<file path="src/rtl/unified_mem_arbiter_pkg.sv">
// Shared constants for the unified memory arbiter.
// State encoding, grant ids and parameter defaults.
package unified_mem_arbiter_pkg;

  localparam int ADDR_W_DEF  = 32;
  localparam int DATA_W_DEF  = 32;
  localparam int TIMEOUT_DEF = 255;

  localparam logic [1:0] IDLE    = 2'd0;
  localparam logic [1:0] IF_BUSY = 2'd1;
  localparam logic [1:0] D_BUSY  = 2'd2;
  localparam logic [1:0] DONE    = 2'd3;

  localparam logic GRANT_IF = 1'b0;
  localparam logic GRANT_D  = 1'b1;

endpackage

</file>
<file path="src/rtl/unified_mem_arbiter_if.sv">
// Fetch, data and memory bus bundle of the arbiter.
// master: arbiter side; slave: requesters and memory.
interface unified_mem_arbiter_if
  import unified_mem_arbiter_pkg::*;
#(
  parameter int ADDR_W = ADDR_W_DEF,
  parameter int DATA_W = DATA_W_DEF
) ();

  logic              if_req;
  logic [ADDR_W-1:0] if_addr;
  logic [DATA_W-1:0] if_rdata;
  logic              if_ready;

  logic              d_read;
  logic              d_write;
  logic [ADDR_W-1:0] d_addr;
  logic [DATA_W-1:0] d_wdata;
  logic [DATA_W-1:0] d_rdata;
  logic              d_ready;

  logic              mem_req;
  logic              mem_we;
  logic [ADDR_W-1:0] mem_addr;
  logic [DATA_W-1:0] mem_wdata;
  logic [DATA_W-1:0] mem_rdata;
  logic              mem_ack;

  modport master (
    input  if_req, if_addr,
    input  d_read, d_write, d_addr, d_wdata,
    input  mem_rdata, mem_ack,
    output if_rdata, if_ready,
    output d_rdata, d_ready,
    output mem_req, mem_we, mem_addr, mem_wdata
  );

  modport slave (
    output if_req, if_addr,
    output d_read, d_write, d_addr, d_wdata,
    output mem_rdata, mem_ack,
    input  if_rdata, if_ready,
    input  d_rdata, d_ready,
    input  mem_req, mem_we, mem_addr, mem_wdata
  );

endinterface

</file>
<file path="src/rtl/unified_mem_arbiter_ack_timeout_counter.sv">
// 8-bit busy-cycle counter; tc flags the last cycle
// before the acknowledge timeout. Ports: clk, rst, clr, en, tc.
module unified_mem_arbiter_ack_timeout_counter #(
  parameter logic [7:0] LIMIT = 8'd255
) (
  input  logic clk,
  input  logic rst,
  input  logic clr,
  input  logic en,
  output logic tc
);

  logic [7:0] count;

  always_ff @(posedge clk or negedge rst) begin
    if (!rst) begin
      count <= 8'd0;
    end else if (clr) begin
      count <= 8'd0;
    end else if (en) begin
      count <= count + 8'd1;
    end
  end

  // tc is high in the busy cycle that completes LIMIT cycles
  assign tc = (count == LIMIT - 8'd1);

endmodule

</file>
<file path="src/rtl/unified_mem_arbiter.sv">
// Round-robin arbiter sharing one memory between fetch and data.
// Ports: clk, rst, bus (master), stall_fetch, stall_pipe, bus_err.
module unified_mem_arbiter
  import unified_mem_arbiter_pkg::*;
#(
  parameter int ADDR_W      = ADDR_W_DEF,
  parameter int DATA_W      = DATA_W_DEF,
  parameter int TIMEOUT_CYC = TIMEOUT_DEF
) (
  input  logic clk,
  input  logic rst,
  unified_mem_arbiter_if.master bus,
  output logic stall_fetch,
  output logic stall_pipe,
  output logic bus_err
);

  logic [1:0]        state;
  logic              last_grant;
  logic              req_q;
  logic              we_q;
  logic [ADDR_W-1:0] addr_q;
  logic [DATA_W-1:0] wdata_q;
  logic [DATA_W-1:0] if_rdata_q;
  logic [DATA_W-1:0] d_rdata_q;
  logic              if_ready_q;
  logic              d_ready_q;
  logic              err_q;

  logic d_elig;
  logic f_elig;
  logic pick_d;
  logic busy;
  logic tc;

  assign d_elig = bus.d_read | bus.d_write;
  assign f_elig = bus.if_req;
  // data wins if alone, or if fetch was served last
  assign pick_d = d_elig &
    (~f_elig | (last_grant == GRANT_IF));
  assign busy = (state == IF_BUSY) |
    (state == D_BUSY);

  unified_mem_arbiter_ack_timeout_counter #(
    .LIMIT(8'(TIMEOUT_CYC))
  ) u_tmo (
    .clk(clk),
    .rst(rst),
    .clr(state == IDLE),
    .en (busy & ~bus.mem_ack),
    .tc (tc)
  );

  always_ff @(posedge clk or negedge rst) begin
    if (!rst) begin
      state      <= IDLE;
      last_grant <= GRANT_D;
      req_q      <= 1'b0;
      we_q       <= 1'b0;
      addr_q     <= '0;
      wdata_q    <= '0;
      if_rdata_q <= '0;
      d_rdata_q  <= '0;
      if_ready_q <= 1'b0;
      d_ready_q  <= 1'b0;
      err_q      <= 1'b0;
    end else begin
      if_ready_q <= 1'b0;
      d_ready_q  <= 1'b0;
      unique case (state)
        IDLE: begin
          if (d_elig | f_elig) begin
            state      <= pick_d ? D_BUSY : IF_BUSY;
            last_grant <= pick_d ? GRANT_D : GRANT_IF;
            req_q      <= 1'b1;
            we_q       <= pick_d & bus.d_write;
            addr_q     <= pick_d ? bus.d_addr
                                 : bus.if_addr;
            wdata_q    <= pick_d ? bus.d_wdata : '0;
          end
        end
        IF_BUSY, D_BUSY: begin
          // ack wins over a coincident timeout
          if (bus.mem_ack || tc) begin
            req_q <= 1'b0;
            state <= DONE;
            if (!bus.mem_ack) err_q <= 1'b1;
            if (state == D_BUSY) begin
              d_ready_q <= 1'b1;
              d_rdata_q <= bus.mem_ack ?
                bus.mem_rdata : '0;
            end else begin
              if_ready_q <= 1'b1;
              if_rdata_q <= bus.mem_ack ?
                bus.mem_rdata : '0;
            end
          end
        end
        DONE: state <= IDLE;
      endcase
    end
  end

  assign bus.mem_req   = req_q;
  assign bus.mem_we    = we_q;
  assign bus.mem_addr  = addr_q;
  assign bus.mem_wdata = wdata_q;
  assign bus.if_rdata  = if_rdata_q;
  assign bus.if_ready  = if_ready_q;
  assign bus.d_rdata   = d_rdata_q;
  assign bus.d_ready   = d_ready_q;
  assign bus_err       = err_q;

  assign stall_fetch = bus.if_req & ~if_ready_q;
  assign stall_pipe  = d_elig & ~d_ready_q;

endmodule

</file>
<file path="src/flat_wrapper.sv">
// flat-port wrapper written by rule: the top's interface ports become plain ports
module unified_mem_arbiter_flat import unified_mem_arbiter_pkg::*;
#(
  parameter int ADDR_W      = ADDR_W_DEF,
  parameter int DATA_W      = DATA_W_DEF,
  parameter int TIMEOUT_CYC = TIMEOUT_DEF
)
  (clk, rst, stall_fetch, stall_pipe, bus_err, bus_if_req, bus_if_addr, bus_d_read, bus_d_write, bus_d_addr, bus_d_wdata, bus_mem_rdata, bus_mem_ack, bus_if_rdata, bus_if_ready, bus_d_rdata, bus_d_ready, bus_mem_req, bus_mem_we, bus_mem_addr, bus_mem_wdata);
  unified_mem_arbiter_if #(.ADDR_W(ADDR_W), .DATA_W(DATA_W)) bus_i ();
  input  logic clk;
  input  logic rst;
  output logic stall_fetch;
  output logic stall_pipe;
  output logic bus_err;
  input wire logic [$bits(bus_i.if_req)-1:0] bus_if_req;
  input wire logic [$bits(bus_i.if_addr)-1:0] bus_if_addr;
  input wire logic [$bits(bus_i.d_read)-1:0] bus_d_read;
  input wire logic [$bits(bus_i.d_write)-1:0] bus_d_write;
  input wire logic [$bits(bus_i.d_addr)-1:0] bus_d_addr;
  input wire logic [$bits(bus_i.d_wdata)-1:0] bus_d_wdata;
  input wire logic [$bits(bus_i.mem_rdata)-1:0] bus_mem_rdata;
  input wire logic [$bits(bus_i.mem_ack)-1:0] bus_mem_ack;
  output wire logic [$bits(bus_i.if_rdata)-1:0] bus_if_rdata;
  output wire logic [$bits(bus_i.if_ready)-1:0] bus_if_ready;
  output wire logic [$bits(bus_i.d_rdata)-1:0] bus_d_rdata;
  output wire logic [$bits(bus_i.d_ready)-1:0] bus_d_ready;
  output wire logic [$bits(bus_i.mem_req)-1:0] bus_mem_req;
  output wire logic [$bits(bus_i.mem_we)-1:0] bus_mem_we;
  output wire logic [$bits(bus_i.mem_addr)-1:0] bus_mem_addr;
  output wire logic [$bits(bus_i.mem_wdata)-1:0] bus_mem_wdata;
  assign bus_i.if_req = bus_if_req;
  assign bus_i.if_addr = bus_if_addr;
  assign bus_i.d_read = bus_d_read;
  assign bus_i.d_write = bus_d_write;
  assign bus_i.d_addr = bus_d_addr;
  assign bus_i.d_wdata = bus_d_wdata;
  assign bus_i.mem_rdata = bus_mem_rdata;
  assign bus_i.mem_ack = bus_mem_ack;
  assign bus_if_rdata = bus_i.if_rdata;
  assign bus_if_ready = bus_i.if_ready;
  assign bus_d_rdata = bus_i.d_rdata;
  assign bus_d_ready = bus_i.d_ready;
  assign bus_mem_req = bus_i.mem_req;
  assign bus_mem_we = bus_i.mem_we;
  assign bus_mem_addr = bus_i.mem_addr;
  assign bus_mem_wdata = bus_i.mem_wdata;
  unified_mem_arbiter #(.ADDR_W(ADDR_W), .DATA_W(DATA_W), .TIMEOUT_CYC(TIMEOUT_CYC)) u_core (.clk(clk), .rst(rst), .bus(bus_i), .stall_fetch(stall_fetch), .stall_pipe(stall_pipe), .bus_err(bus_err));
endmodule
</file>
<file path="config.mk">
export PLATFORM = sky130hd
export DESIGN_NAME = unified_mem_arbiter_flat
export DESIGN_NICKNAME = d
export VERILOG_FILES = /design/src/rtl/unified_mem_arbiter_pkg.sv /design/src/rtl/unified_mem_arbiter_if.sv /design/src/rtl/unified_mem_arbiter_ack_timeout_counter.sv /design/src/rtl/unified_mem_arbiter.sv /design/src/flat_wrapper.sv
export SDC_FILE = /design/constraint.sdc
export NUM_CORES = 1
export LEC_CHECK = 0
export ABC_CLOCK_PERIOD_IN_PS = 2350
export CAP_MARGIN = 40
export CORE_MARGIN = 5
export CORE_UTILIZATION = 42
export CTS_CLUSTER_SIZE = 8
export DETAILED_ROUTE_END_ITERATION = 16
export GPL_TIMING_DRIVEN = 0
export PLACE_DENSITY_LB_ADDON = 0.25
export SYNTH_ARGS = -nofsm -noshare
export SYNTH_HDL_FRONTEND = slang
export SYNTH_HIERARCHICAL = 1
export SYNTH_SLANG_ARGS = --single-unit
</file>
<file path="constraint.sdc">
create_clock -name clk -period 2.35 [get_ports clk]
set_input_delay 0.47 -clock clk [delete_from_list [all_inputs] [get_ports clk]]
set_output_delay 0.47 -clock clk [all_outputs]
set_load 0.02 [all_outputs]
</file>
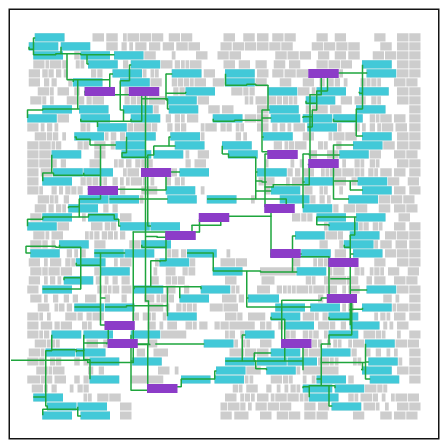
Fig. 1. Clock wires, drivers and flops (run 1).
Key: clock-net drivers = purple [count 17]; flip-flops = cyan [count 144]; clock wires = green [length 1740 µm]
Position of the flops: widely spread.

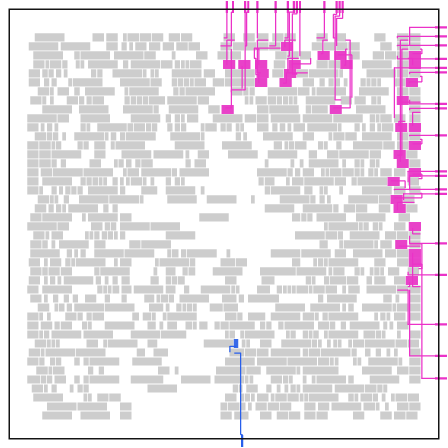
Fig. 2. I/O nets highlighted (run 1).
Key: bus_d_addr = magenta [bits 32, direction input, end cells 32, buffers 32, wire 815 µm]; stall_pipe = blue [bits 1, direction output, end cells 1, buffers 1, wire 31.2 µm]

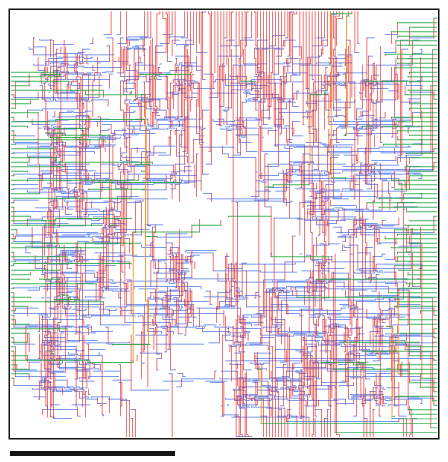
Fig. 3. Metal layers overlaid (run 1).
The bar under the picture is 50 µm long.
Key: M1 = blue [wire length 7300 µm]; M2 = red [wire length 9280 µm]; M4 = orange [wire length 289 µm]; M3 = green [wire length 2060 µm]

run 1: area by class of cell:
class                           instances  area [µm²]
Clock inverter                          8         105
Buffer                                 43         220
Multi-Input combinational cell        408        2130
Fill cell                            1082        4430
Timing Repair Buffer                  268        2710
Sequential cell                       144        3600
Inverter                                7        26.3
Clock buffer                           23         488
Tap cell                              180         225
run 1: cells in the mapped netlist:
library cell / number
nor3_1: 1
inv_1: 7
buf_6: 1
a21o_1: 2
a22oi_1: 1
xor2_1: 3
nor2b_1: 2
o211ai_1: 1
a2bb2oi_2: 1
xnor2_1: 1
or2_1: 1
a211oi_1: 1
a21oi_1: 4
clkbuf_1: 15
mux2i_1: 34
buf_4: 7
nor2_1: 9
or3_1: 3
clkbuf_2: 4
o21ai_1: 53
o21ai_2: 1
nand2_1: 164
ha_1: 5
dfstp_2: 1
o31ai_4: 1
dfrtp_1: 143
nand3_1: 4
buf_2: 16
nand4_4: 1
nand4_1: 2
o21ai_0: 111
mux2_2: 2
run 1: worst register-to-register path: stages, from the launching register on:
cell and delay (ns):
dfrtp_1 0.45, inv_1 0.09, ha_1 0.16, nand3_1 0.07
nor2_1 0.32, o21ai_2 0.16, or2_1 0.30, clkbuf_2 0.22
o21ai_0 0.22
run 1: sequential cells by signal, indices dropped and copies added (netlist names):
signal                flops
u_core/bus.mem_req        1
u_core/bus.mem_addr      32
u_core/state              2
u_core/bus.if_ready       1
u_core/bus.d_rdata       32
u_core/bus.mem_wdata     32
u_core/bus.d_ready        1
u_core/bus.if_rdata      32
u_core/bus_err            1
u_core/last_grant         1
u_core/u_tmo/count        8
u_core/bus.mem_we         1
run 1: layer usage:
layer,track usage,up-vias
li1,-,2598
met1,0.264,2611
met2,0.387,235
met3,0.0833,19
met4,0.0747,0
met5,0,-
==> impl_metrics.csv, run 1 <==
group,metric,value,unit
detailed_routing,wl_met2,9280,µm
place,io_buffers,267,
global_route,globalRouteTotalUtil,0.226,
global_route,grt_max_degree,79,
yosys,synth_top_area_share,0.598,
power_and_ir_drop,power.density,1340,nW/µm²
place,place_area,8910,µm²
worst_setup_path,cp.arrival,2.40,ns
layout,drive_gt1_frac,0.0733,
power_and_ir_drop,clkPwrFrac,0.209,
layout,nNetsFinal,1028,
power_and_ir_drop,p_switching,0.00493,W
yosys,mux_area_frac,0.0607,
clocking,ctsHoldBuffers,0,
yosys,synthAdderAreaFrac,0.0105,
power_and_ir_drop,irDropWorstVdd,0.662,mV
detailed_routing,drt-initial-drc-count,322,
worst_setup_path,critical_path_class,"reg2reg",
detailed_routing,routed.top_layer,"met4",
layout,design_area,9510,µm²
yosys,synthCells,602,
place,gp_congestion,0.875,
detailed_routing,detail_route.vias_per_cell,5.05,
run,maxCapViolCount,0,
worst_setup_path,r2r_slack,0.27,ns
status,status,"finished clean",
yosys,top_area_cell,"dfrtp_1",
sta,fin_skew,0.00857,ns
sta,fmax,482,MHz
yosys,syn_nets,741,
worst_setup_path,reg2reg_from,"u_core/u_tmo/count[0]$_DFFE_PN0P_",
worst_setup_path,cpMaxStageDelayCell,"dfrtp_1",
layout,area_delta_synth_final,59.0,%
clocking,clk_pin_slew,0.06,ns
power_and_ir_drop,seqPwrFrac,0.319,
sta,setup_violations,0,
layout,layout_top_cell,"clkdlybuf4s50_1",
worst_setup_path,end_kind,"register",
worst_setup_path,critPathMaxStageDelay,0.45,ns
clocking,cts_buffers,17,
worst_setup_path,r2r_end,"u_core/bus.if_rdata[16]$_DFFE_PN0P_",
worst_setup_path,startpoint_type,"register",
sta,hold_viol_final,0,
power_and_ir_drop,p_leak,4.25,nW
worst_setup_path,worstRegToRegCells,8,
clocking,clk_path_buf_depth,2,
clocking,clkLatencyLatePin,0.41,ns
floorplanning,dieWidth,129,µm
worst_setup_path,crit_buf_inv,2,
yosys,top_cells_by_area,"dfrtp_1 60%, nand2_1 10%, o21ai_0 9.3%",
power_and_ir_drop,fin_total_pwr,0.0127,W
sta,min_period_over_period,0.883,
layout,final_util,0.682,
clocking,numClockSinks,144,
worst_setup_path,cp_num_cells,8,
global_route,grt_pass1_vias,5689,
sta,setup_tns,0,ns
sta,whs,0.0710,ns
power_and_ir_drop,comb_power,0.00601,W
clocking,cts_resized,0,
yosys,ys_area,5980,µm²
Fig. 4: run 1, cell outlines without signal wires
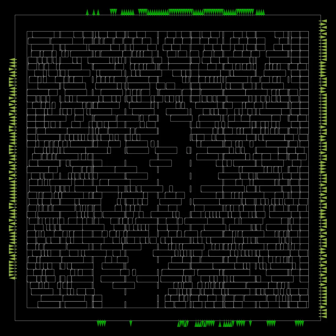

==> run 2: changes to the inputs <==
- CORE_MARGIN: 5 -> default
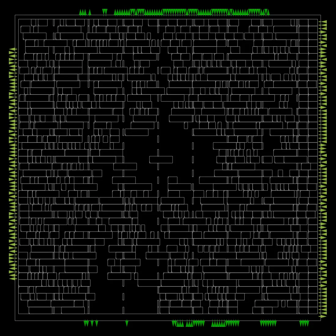
Fig. 5. Cell outlines without signal wires (run 2).
Fillers: 1070
post-layout util: 0.683
flop share of the area: 0.380

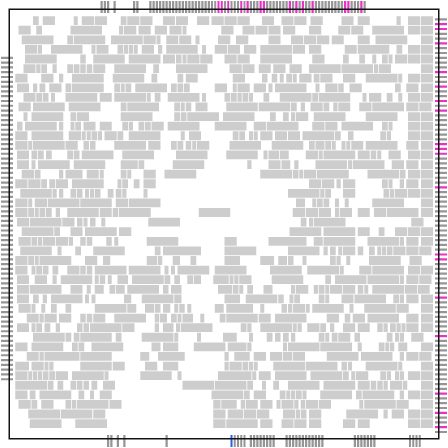
Fig. 6. Ports around the boundary (run 2).
Pins as bars across the die edge, other pins in grey.
Key: bus_d_addr = magenta [pins 32, direction input, edge 18 right, 14 top]; stall_pipe = blue [pins 1, direction output, edge bottom]
All pins by edge: 87 right, 73 top, 68 left, 41 bottom.

==> impl_metrics.csv, run 2 <==
group,metric,value,unit
power_and_ir_drop,seqPwrFrac,0.319,
power_and_ir_drop,p_leak,4.24,nW
worst_setup_path,critPathMaxStageDelay,0.41,ns
layout,drive_gt1_frac,0.0733,
layout,layout_top_cell,"clkdlybuf4s50_1",
sta,min_period_over_period,0.869,
run,warnings,29,
clocking,cts_buffers,17,
worst_setup_path,r2r_slack,0.31,ns
global_route,globalRouteTotalUtil,0.254,
sta,fmax,489,MHz
detailed_routing,antenna_left,0,
yosys,most_common_cell,"nand2_1",
power_and_ir_drop,p_int,0.00773,W
global_route,grt_max_degree,85,
yosys,synthFlopType,"dfrtp_1",
yosys,top_cells_by_area,"dfrtp_1 60%, nand2_1 10%, o21ai_0 9.3%",
power_and_ir_drop,p_switching,0.00492,W
worst_setup_path,cp_num_cells,7,
sta,fin_skew,0.00734,ns
yosys,ys_area,5980,µm²
global_route,grt_util_met1,0.283,
clocking,ctsHoldBuffers,0,
power_and_ir_drop,clkPwrFrac,0.204,
clocking,numClockSinks,144,
power_and_ir_drop,combPwrFrac,0.477,
global_route,use_met3,0.0808,
floorplanning,dieWidth,121,µm
worst_setup_path,critical_path_class,"reg2reg",
yosys,top_area_cell,"dfrtp_1",
clocking,clk_pin_slew,0.06,ns
yosys,synthArstFlopShare,1.00,
sta,setup_violations,0,
place,place_area,8910,µm²
global_route,gr-usage-met2,0.447,
power_and_ir_drop,irDropWorstVdd,0.698,mV
detailed_routing,drt-initial-drc-count,283,
floorplanning,die-height,121,µm
worst_setup_path,cp.arrival,2.37,ns
detailed_routing,wl_met2,9360,µm
sta,setup_slack,0.307,ns
worst_setup_path,worstRegToRegCells,7,
clocking,cts_resized,0,
run,maxCapViolCount,0,
global_route,grt.busiest_layer,"met2",
detailed_routing,vias,5474,
place,gp_congestion,0.858,
worst_setup_path,end_kind,"register",
worst_setup_path,startpoint_type,"register",
sta,final_max_slew_viol_count,0,
detailed_routing,wl_met3,1570,µm
status,status,"finished clean",
place,io_buffers,267,
global_route,grt_pass1_wl,28600,µm
yosys,synth_top_area_share,0.598,
detailed_routing,detail_route.vias_per_cell,5.07,
worst_setup_path,crit_buf_inv,2,
clocking,cts.htree.levels,4,
power_and_ir_drop,fin_total_pwr,0.0126,W
sta,whs,0.0264,ns
yosys,syn_nets,741,
yosys,syn_avg_cell_area,9.93,µm²
layout,design_area,9490,µm²
place,dp_hpwl,13400,µm
sta,hold_viol_final,0,
worst_setup_path,cpMaxStageDelayCell,"ha_1",
worst_setup_path,cp_top_family,"simple AND/OR/NAND/NOR gates",
yosys,edf_count,0,
floorplanning,chipArea,14700,µm²
worst_setup_path,reg2reg_from,"u_core/state[1]$_DFFE_PN0P_",
yosys,synthCells,602,
layout,final_cells,1080,
layout,area_delta_synth_final,58.6,%
clocking,clk_path_buf_depth,2,
floorplanning,ios,269,
clocking,clkLatencyLatePin,0.41,ns
detailed_routing,drtPass1Iterations,5,
power_and_ir_drop,power.density,1330,nW/µm²
detailed_routing,routed.top_layer,"met4",
global_route,grt_pass1_vias,5703,
sta,setup_tns,0,ns
yosys,ys_top_cells_by_count,"164 x nand2_1, 143 x dfrtp_1, 111 x o21ai_0",
worst_setup_path,r2r_end,"u_core/u_tmo/count[5]$_DFFE_PN0P_",
layout,nNetsFinal,1028,
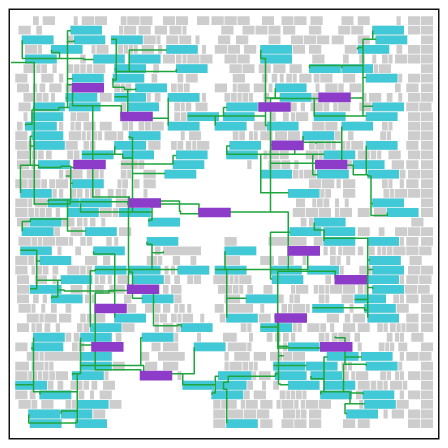
Fig. 7. Clock wires, drivers and flops (run 2).
Key: clock-net drivers = purple [count 17]; flip-flops = cyan [count 144]; clock wires = green [length 1640 µm]
Position of the flops: widely spread. There are 18 routed clock nets.

-- run 2: power groups by stage --
stage	clock network [W]	logic [W]	registers, W
final	0.00258	0.00603	0.00403
after global placement	0	0.00589	0.00402
after floorplan	0	0.00191	0.00518
after CTS	0.00263	0.00608	0.00404
after detailed placement	0	0.00603	0.00406
after global routing	0.00273	0.00652	0.00415
-- run 2: worst min-delay path by stage --
stage	cells past startpoint	from	slack, ns	endpoint
after floorplan	0	rst	0.17	u_core/bus.d_rdata[0]$_DFFE_PN0P_
after global placement	2	u_core/bus.mem_we$_DFFE_PN0P_	0.45	u_core/bus.mem_we$_DFFE_PN0P_
after detailed placement	1	u_core/bus_err$_DFFE_PN0P_	0.46	u_core/bus_err$_DFFE_PN0P_
after CTS	1	rst	0.04	u_core/bus.if_rdata[7]$_DFFE_PN0P_
after global routing	1	rst	0.05	u_core/bus.if_rdata[7]$_DFFE_PN0P_
final	1	rst	0.03	u_core/bus.if_rdata[7]$_DFFE_PN0P_
-- run 2: logic make-up (layout without fill, tap and decap cells) --
kind of cell / Yosys count / after routing / synth area share
buffers and inverters: 50 / 348 / 0.0412
AND-OR/OR-AND: 176 / 176 / 0.154
flip-flops: 144 / 144 / 0.603
multiplexers: 36 / 36 / 0.0607
adder cells (fa/ha/maj): 5 / 5 / 0.0105
XOR/XNOR: 4 / 4 / 0.00586
AND/OR/NAND/NOR: 187 / 187 / 0.125
-- run 2: area by class of cell --
class	count	area, µm²	area share
timing repair buffer	268	2710	0.286
clock buffer	20	457	0.0481
buffer	43	220	0.0232
multi-input combinational	408	2130	0.225
sequential	144	3600	0.380
clock inverter	10	114	0.0120
tap	180	225	0.0237
inverter	7	26.3	0.00277
Power figures rest on the tool's default switching activity, not on a simulated workload.
